Figure 1. Register map, names as in the netlist (run 1).
Other sequential cells in the stronger gray, the rest of the logic in the fainter gray.
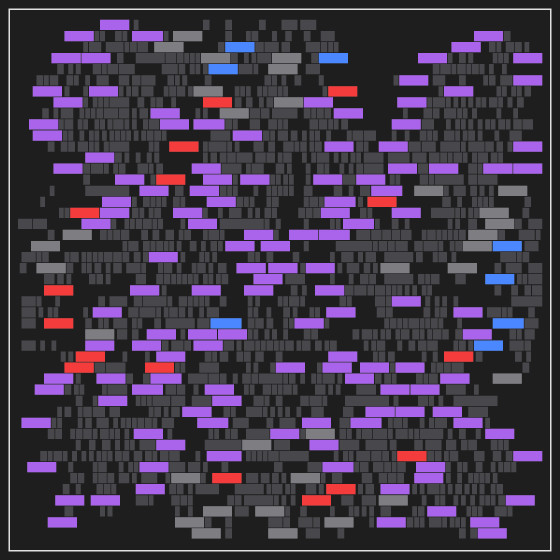
Figure 2. Congestion heat map (run 1).
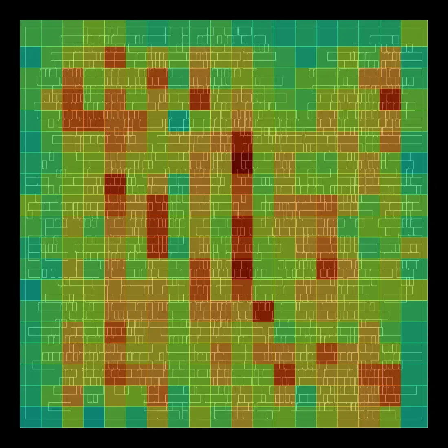
Figure 3. Cells by drive strength (run 1).
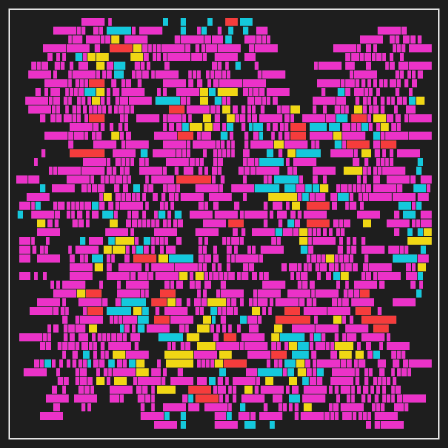
Design gpio_in_cond, sky130hd; sources not shown.
==> metrics.csv, run 1 <==
stage;metric;value;unit
outcome;outcome;complete, but fails checks;
outcome;failing checks;setup timing;
yosys;Synth Seq Share;0.428;
cells_and_area;n_diodes;0;
drt;1st-pass router iterations;5;
floorplan;Die X-Extent;133;um
cts;quantity of hold-fixing buffers added after cts;0;
yosys;Mean Syn Cell Area;7.12;um2
cells_and_area;tally of filler cells in the layout;1504;
yosys;yosys synthesis chip area;8600;um2
job;total number of warnings across the stage logs;28;
pwr;worst ir drop on vdd;0.000618;V
yosys;async set-reset flop share out of synthesis;0;
critical_path;arrival time of the worst setup path;1.45;ns
yosys;number of warnings issued by yosys;0;
cells_and_area;number of nets in the layout;1340;
yosys;post-synthesis cell count from yosys;1209;
pwr;leakage power of the design;0.00378;uW
cts;number of levels the H-tree was split into;4;
drt;post-route ant nets;0;
final_timing;max-slew violation count;0;
final_timing;fin crit share;1.20;
drt;Iteration-0 DRC Markers;323;
pwr;areal power density over the cells;806;nW/um2
cts;count of clock tree sinks;184;
final_timing;final-layout worst hold slack;0.120;ns
yosys;EDFF count, synth;0;
min_path;Min-Delay Path Depth;3;
yosys;multiplexer share of the synthesized area;0;
final_timing;setup repair after global routing missed its margin;yes;
final_timing;Worst Setup Slack, final;-0.316;ns
pwr;relative contribution of the clock network to total power;0.416;
yosys;dominant kind of combinational cell;simple AND/OR/NAND/NOR gates;
floorplan;placeable core region;16500;um2
cells_and_area;leading cell type in the layout, fill and taps excluded;sky130_fd_sc_hd__nand2_1;
pwr;Net Sw Frac;0.216;
yosys;post-synthesis simple-gate area fraction;0.347;
cells_and_area;flip-flop count of the largest register after layout;128;
cts;cts bufs inserted;17;
critical_path;Top delay family on crit path;flip-flops;
critical_path;critical path depth;4;
global_routing;global-route wire length before repair;29.8;mm
global_routing;total gr overflow;0;
cells_and_area;area used by multi-input combinational logic;4180;um2
final_timing;Post-Route Setup TNS;-0.316;ns
yosys;Seq cells post-synth;184;
cells_and_area;layout cells sized above 1;0.169;
pwr;portion of total power attributed to sequential cells;0.562;
place;Port Buffers;58;
global_routing;maximum number of pins on one net before global-route repair;26;
cts;worst-skew pair later-pin latency;0.46;ns
critical_path;buffer and inverter count on the worst path;2;
drt;remaining design rule violation count;0;
pwr;net switching power of the design;1780;uW
drt;detailed-route wire length per cell;11.1;um
place;placer's final routability congestion estimate;0.863;
place;HPWL Detailed;12.7;mm
floorplan;die area;17700;um2
job;tally of max-capacitance violations;0;
final_timing;setup-violating endpoint count in the final report;1;
drt;via density per instance;4.86;
yosys;area share of xor/xnor cells in the synthesized design;0.0346;
critical_path;endpoint kind of the worst setup timing path;primary output;
critical_path;critical path launch point type;register;
critical_path;number of cell instances on the worst register-to-register path;8;
floorplan;count of boundary I/O pins;59;
final_timing;transition time at the pin with the least slew margin;0.504;ns
yosys;gate count of the mapped netlist;1209;
cells_and_area;most common logic cells in the final layout;sky130_fd_sc_hd__nand2_1 (235), sky130_fd_sc_hd__nor2_1 (184), sky130_fd_sc_hd__dfxtp_1 (170), sky130_fd_sc_hd__inv_1 (165), sky130_fd_sc_hd__a21oi_1 (74);
critical_path;Worst path max stage delay;0.34;ns
cts;CTS tree;yes;
cts;clock tree root driver cell;sky130_fd_sc_hd__clkbuf_8;
drt;total wire length;17.1;mm
global_routing;antenna violations before repair;0;
critical_path;slack of the worst reg-to-reg path;0.11;ns
critical_path;cell breakdown of the critical path;nor4_4, buf_4, nand2_2, buf_6;
critical_path;top fanout value on the critical path;2;
yosys;Adder Area Share;0.0116;
pwr;Combinational Power Share;0.022;
critical_path;highest-delay cell along the critical path;sky130_fd_sc_hd__dfxtp_2;
critical_path;required time of the worst setup path;1.13;ns
drt;total vias in the final route;7480;
yosys;synthesized-area fraction occupied by ao, oa, aoi and oai cells;0.0685;
final_timing;clock period minus worst slack;1.92;ns
pwr;Internal Power;6460;uW
floorplan;row cnt;47;
yosys;Mapped Nets;1243;
About Figure 1:
Purple shows g_ch.u_ch.r_cnt, flops 128, where all over the die. Red shows g_ch.u_ch.r_sync, flops 16, where all over the die. Blue shows irq_stat, flops 8.
Another 32 sequential cells are not colored.
end-of-flow core utilization: 0.618
footprint of the flip-flops and latches: 3700 um2
Flop+latch power: 4630 uW
share of the final layout cell area in sequential cells: 0.362

About Figure 2:
Top Usage Layer GRT: met2
met3 GRT Util: 0.0441
met1 Track Usage GR: 0.251

About Figure 3:
Cyan shows _2 cells, cells 109. Yellow shows _3 and _4 cells, cells 81. Magenta shows _0 and _1 cells, cells 1096. Red shows _6 and larger, cells 33.
finished layout cell area: 10200 um2
area added between synthesis and finish: 18.7%
Worst Setup Slack, final: -0.316 ns
number of ordinary and repair buffers in the finished layout: 114

run 1: cells in the mapped netlist (5+ instances only):
master | number | area [um2]
sky130_fd_sc_hd__buf_4 | 25 | 188
sky130_fd_sc_hd__xor2_1 | 23 | 201
sky130_fd_sc_hd__or2_2 | 5 | 31.3
sky130_fd_sc_hd__xnor2_1 | 11 | 96.3
sky130_fd_sc_hd__nor2_2 | 12 | 75.1
sky130_fd_sc_hd__dfxtp_1 | 184 | 3680
sky130_fd_sc_hd__ha_1 | 8 | 100
sky130_fd_sc_hd__o21ai_0 | 39 | 195
sky130_fd_sc_hd__nand4_1 | 38 | 238
sky130_fd_sc_hd__nand2_1 | 243 | 912
sky130_fd_sc_hd__or2_0 | 6 | 37.5
sky130_fd_sc_hd__nor2_1 | 192 | 721
sky130_fd_sc_hd__a21oi_1 | 75 | 375
sky130_fd_sc_hd__nor3_1 | 30 | 150
sky130_fd_sc_hd__nand2_2 | 16 | 100
sky130_fd_sc_hd__nand3_1 | 78 | 390
sky130_fd_sc_hd__inv_1 | 167 | 627
sky130_fd_sc_hd__buf_6 | 8 | 90.1
sky130_fd_sc_hd__nand3b_1 | 10 | 75.1
run 1: worst reg2reg max path: cells and delay by family (launching register included):
family | cells | cell delay (ns)
AND/OR/NAND/NOR | 6 | 0.63
flip-flops | 1 | 0.35
buffers and inverters | 1 | 0.13
adder cells (fa/ha/maj) | 1 | 0.18
run 1: layer usage:
| metal | GRT usage | vias up | routed length [um] | share of wire |
|---|---|---|---|---|
| li1 | - | 4010 | - | - |
| met1 | 0.251 | 3335 | 8130 | 0.48 |
| met2 | 0.351 | 118 | 8120 | 0.47 |
| met3 | 0.0441 | 17 | 662 | 0.039 |
| met4 | 0.0525 | 0 | 198 | 0.012 |
| met5 | 0 | - | 0 | 0 |
run 1: cells by family (layout without fill, tap and decap cells):
family,Yosys count,count (layout)
compound gates,117,117
xor+xnor,34,34
fa+ha+maj,8,8
buf+inv,210,318
flops,184,184
simple gates,656,658
run 1: timing repair:
| action | in CTS | in global routing |
|---|---|---|
| endpoints found under the setup margin | 35 | 142 |
| gates resized | 133 | 80 |
| pin swaps | 2 | 19 |
| endpoints found under the hold margin | 0 | 0 |
| setup buffers | 1 | 10 |
| gates cloned | 2 | 0 |
run 1: power by group through the flow:
stage                     Sequential (uW)  Combinational (uW)  Clock, uW
after floorplan                      4730                81.1          0
after CTS                            4630                 182       3550
after detailed placement             4730                 181          0
final                                4630                 181       3430
after global placement               4730                 179          0
after global routing                 4630                 203       3740
run 1: per-stage QoR:
step                power, uW  utilization  instance area [um2]  instances
floorplan                4810            -                 8600       1209
global placement         4910        0.579                 9560       1494
detailed placement       4910        0.579                 9560       1494
CTS                      8360        0.605                10000       1529
global route             8570        0.618                10200       1539
finish                   8230        0.618                10200       1539
run 1: layout make-up:
class | instances | share of cell area
Multi-Input combinational cell | 817 | 0.409
Sequential cell | 184 | 0.362
Timing Repair Buffer | 114 | 0.0943
Inverter | 172 | 0.0632
Tap cell | 220 | 0.0269
Clock buffer | 18 | 0.0242
Clock inverter | 14 | 0.0195
Figure 4. Placement density heat map (run 1).
13 x 13 tiles, from black (low) to pale yellow (high), 0 to 100% covered.
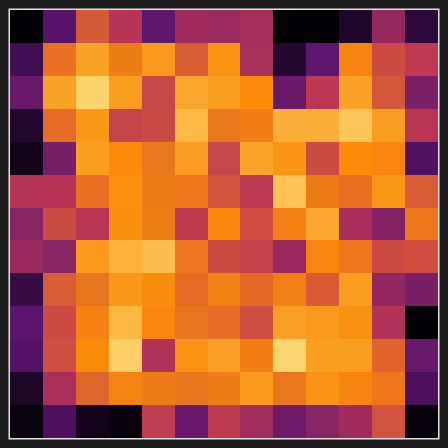

## Run 2: what changed since run 1
--- a/config.mk
+++ b/config.mk
@@ -8,6 +8,7 @@
 export ABC_AREA = 1
 export ABC_CLOCK_PERIOD_IN_PS = 1600
 export CAP_MARGIN = 20
+export CORE_ASPECT_RATIO = 1.25
 export CORE_MARGIN = 1.5
 export CORE_UTILIZATION = 51
 export CTS_BUF_LIST = sky130_fd_sc_hd__clkbuf_4 sky130_fd_sc_hd__clkbuf_8
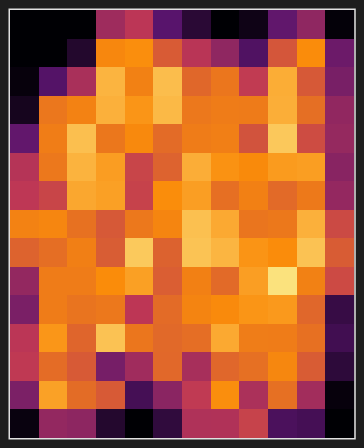
Figure 5: run 2, placement density heat map.
12 x 15 tiles, from black (low) to pale yellow (high), 0 to 100% covered.
6.1% of the tiles are nearly empty. 22% of the tiles are over 75% full. The fullest tile reaches 94%. The emptiest ninth of the die: upper left.
placeable core region: 16300 um2
end-of-flow core utilization: 0.625
initial core utilization: 0.527

==> run 2 against run 1 <==
The flow still finishes with violations (setup timing). Sequential cell count did not move. Wire length is 1.3% higher. Register-to-register slack worse by 0.04 ns. Critical endpoint unchanged. Critical path type unchanged. Die size about the same. Highest routed layer unchanged. Cell count about the same. Total power increased by 1.7%. Worst hold slack worse by 0.063 ns. Sequential power about the same. Count of clock-buffer cells in the layout grew 5.
==> metrics.csv, run 2 <==
stage;metric;value;unit
final_timing;Worst Setup Slack, final;-0.178;ns
final_timing;final-layout worst hold slack;0.0574;ns
cells_and_area;layout cells sized above 1;0.166;
floorplan;die area;17700;um2
yosys;number of warnings issued by yosys;0;
drt;remaining design rule violation count;0;
place;total placed cells including tap cells;1498;
outcome;failing checks;setup timing;
job;total number of warnings across the stage logs;28;
floorplan;row cnt;52;
cts;clock tree root driver cell;sky130_fd_sc_hd__clkbuf_8;
drt;total wire length;17.3;mm
drt;detailed-route wire length per cell;11.3;um
critical_path;critical path launch point type;register;
final_timing;setup-violating endpoint count in the final report;1;
cells_and_area;most common logic cells in the final layout;sky130_fd_sc_hd__nand2_1 (240), sky130_fd_sc_hd__nor2_1 (183), sky130_fd_sc_hd__dfxtp_1 (171), sky130_fd_sc_hd__inv_1 (165), sky130_fd_sc_hd__a21oi_1 (75);
critical_path;required time of the worst setup path;1.13;ns
place;HPWL Detailed;12.6;mm
drt;total vias in the final route;7613;
cells_and_area;finished layout cell area;10200;um2
cells_and_area;number of nets in the layout;1344;
floorplan;Die X-Extent;119;um
critical_path;highest-delay cell along the critical path;sky130_fd_sc_hd__dfxtp_2;
yosys;Commonest cells post-synth;sky130_fd_sc_hd__nand2_1 (243), sky130_fd_sc_hd__nor2_1 (192), sky130_fd_sc_hd__dfxtp_1 (184);
final_timing;max-slew violation count;0;
outcome;outcome;complete, but fails checks;
place;placed inst area;9630;um2
drt;post-route ant nets;0;
critical_path;Worst path max stage delay;0.34;ns
global_routing;global-route wire length before repair;29.8;mm
yosys;EDFF count, synth;0;
place;placer's final routability congestion estimate;0.896;
place;Port Buffers;58;
drt;via density per instance;4.95;
pwr;leakage power of the design;0.00379;uW
job;tally of max-capacitance violations;0;
critical_path;arrival time of the worst setup path;1.31;ns
final_timing;clock period minus worst slack;1.78;ns
cts;number of levels the H-tree was split into;4;
cts;count of clock tree sinks;184;
cells_and_area;Final Non-Filler Cells;1538;
pwr;areal power density over the cells;821;nW/um2
cts;cts bufs inserted;17;
cts;CTS tree;yes;
cts;worst-skew pair later-pin latency;0.46;ns
yosys;Seq cells post-synth;184;
cells_and_area;tally of filler cells in the layout;1487;
cells_and_area;flip-flop count of the largest register after layout;128;
final_timing;fin crit share;1.11;
min_path;Min-Delay Path Depth;3;
cells_and_area;area added between synthesis and finish;18.6;%
drt;Iteration-0 DRC Markers;335;
yosys;Main area contributors;sky130_fd_sc_hd__dfxtp_1 (43%), sky130_fd_sc_hd__nand2_1 (11%), sky130_fd_sc_hd__nor2_1 (8.4%);
yosys;yosys synthesis chip area;8600;um2
pwr;worst ir drop on vdd;0.000537;V
cells_and_area;n_diodes;0;
final_timing;transition time at the pin with the least slew margin;0.487;ns
global_routing;antenna violations before repair;1;
final_timing;setup repair after global routing missed its margin;yes;
critical_path;endpoint kind of the worst setup timing path;primary output;
yosys;post-synthesis cell count from yosys;1209;
drt;1st-pass router iterations;5;
critical_path;number of cell instances on the worst register-to-register path;7;
drt;M1 WL;7.71;mm
critical_path;cell breakdown of the critical path;nor4_4, nand2_1, buf_6;
drt;met3 WL;608;um
yosys;most numerous cell in the Yosys netlist;sky130_fd_sc_hd__nand2_1;
global_routing;maximum number of pins on one net before global-route repair;19;
floorplan;count of boundary I/O pins;59;
cells_and_area;leading cell type in the layout, fill and taps excluded;sky130_fd_sc_hd__nand2_1;
critical_path;slack of the worst reg-to-reg path;0.07;ns
yosys;library cell occupying the most area in the post-synthesis netlist;sky130_fd_sc_hd__dfxtp_1;
global_routing;via count of the first global-routing pass;7123;
critical_path;top fanout value on the critical path;2;
yosys;Mapped Nets;1243;
global_routing;total gr overflow;0;
yosys;Mean Syn Cell Area;7.12;um2
==> run 2: power breakdown <==
| group | leakage [uW] | internal (uW) | switching, uW |
|---|---|---|---|
| Clock | 0.000236 | 2020 | 1550 |
| Combinational | 0.00206 | 98.3 | 83.3 |
| Sequential | 0.00149 | 4610 | 19.3 |
| Total | 0.00379 | 6730 | 1650 |
==> run 2: critical path: cells and delay by family, from the launching register on <==
kind                   cells  cell delay (ns)
buffers and inverters      1             0.15
flip-flops                 1             0.34
AND/OR/NAND/NOR            2             0.37
==> run 2: cells by family after synthesis <==
family,after synthesis,share of synthesized area
compound gates,117,0.0685
fa+ha+maj,8,0.0116
simple gates,656,0.347
flops,184,0.428
buf+inv,210,0.110
xor+xnor,34,0.0346
==> run 2: layer usage <==
layer  global-route usage  vias to the layer above
li1                     -                     4018
met1                0.235                     3440
met2                0.367                      125
met3               0.0403                       30
met4               0.0717                        0
met5                    0                        -
==> run 2: metrics by stage <==
| step | setup TNS, ns | power [uW] | worst slack, ns |
|---|---|---|---|
| 2_1_floorplan | 0 | 4810 | 0.114 |
| 3_3_place_gp | -0.180 | 4910 | -0.180 |
| 3_5_place_dp | -0.142 | 4920 | -0.142 |
| 4_1_cts | -0.185 | 8470 | -0.185 |
| 5_1_grt | -0.619 | 8680 | -0.239 |
| 6_report | -0.178 | 8380 | -0.178 |
==> run 2: timing repair <==
item                                    CTS  global route
gates cloned                              0             2
endpoints found under the setup margin   30           129
resized                                 130            69
buffers inserted                          0             7
pin swaps                                 2            13
hold buffers                              0             0
==> run 2: area by class of cell <==
class	count	area [um2]	area share
timing repair buffer	118	1010	0.0985
inverter	172	646	0.0632
multi-input combinational	817	4120	0.404
tap	216	270	0.0265
clock inverter	8	168	0.0164
clock buffer	23	298	0.0292
sequential	184	3700	0.362
No activity file was given, so power comes from the tool's default toggle rates.
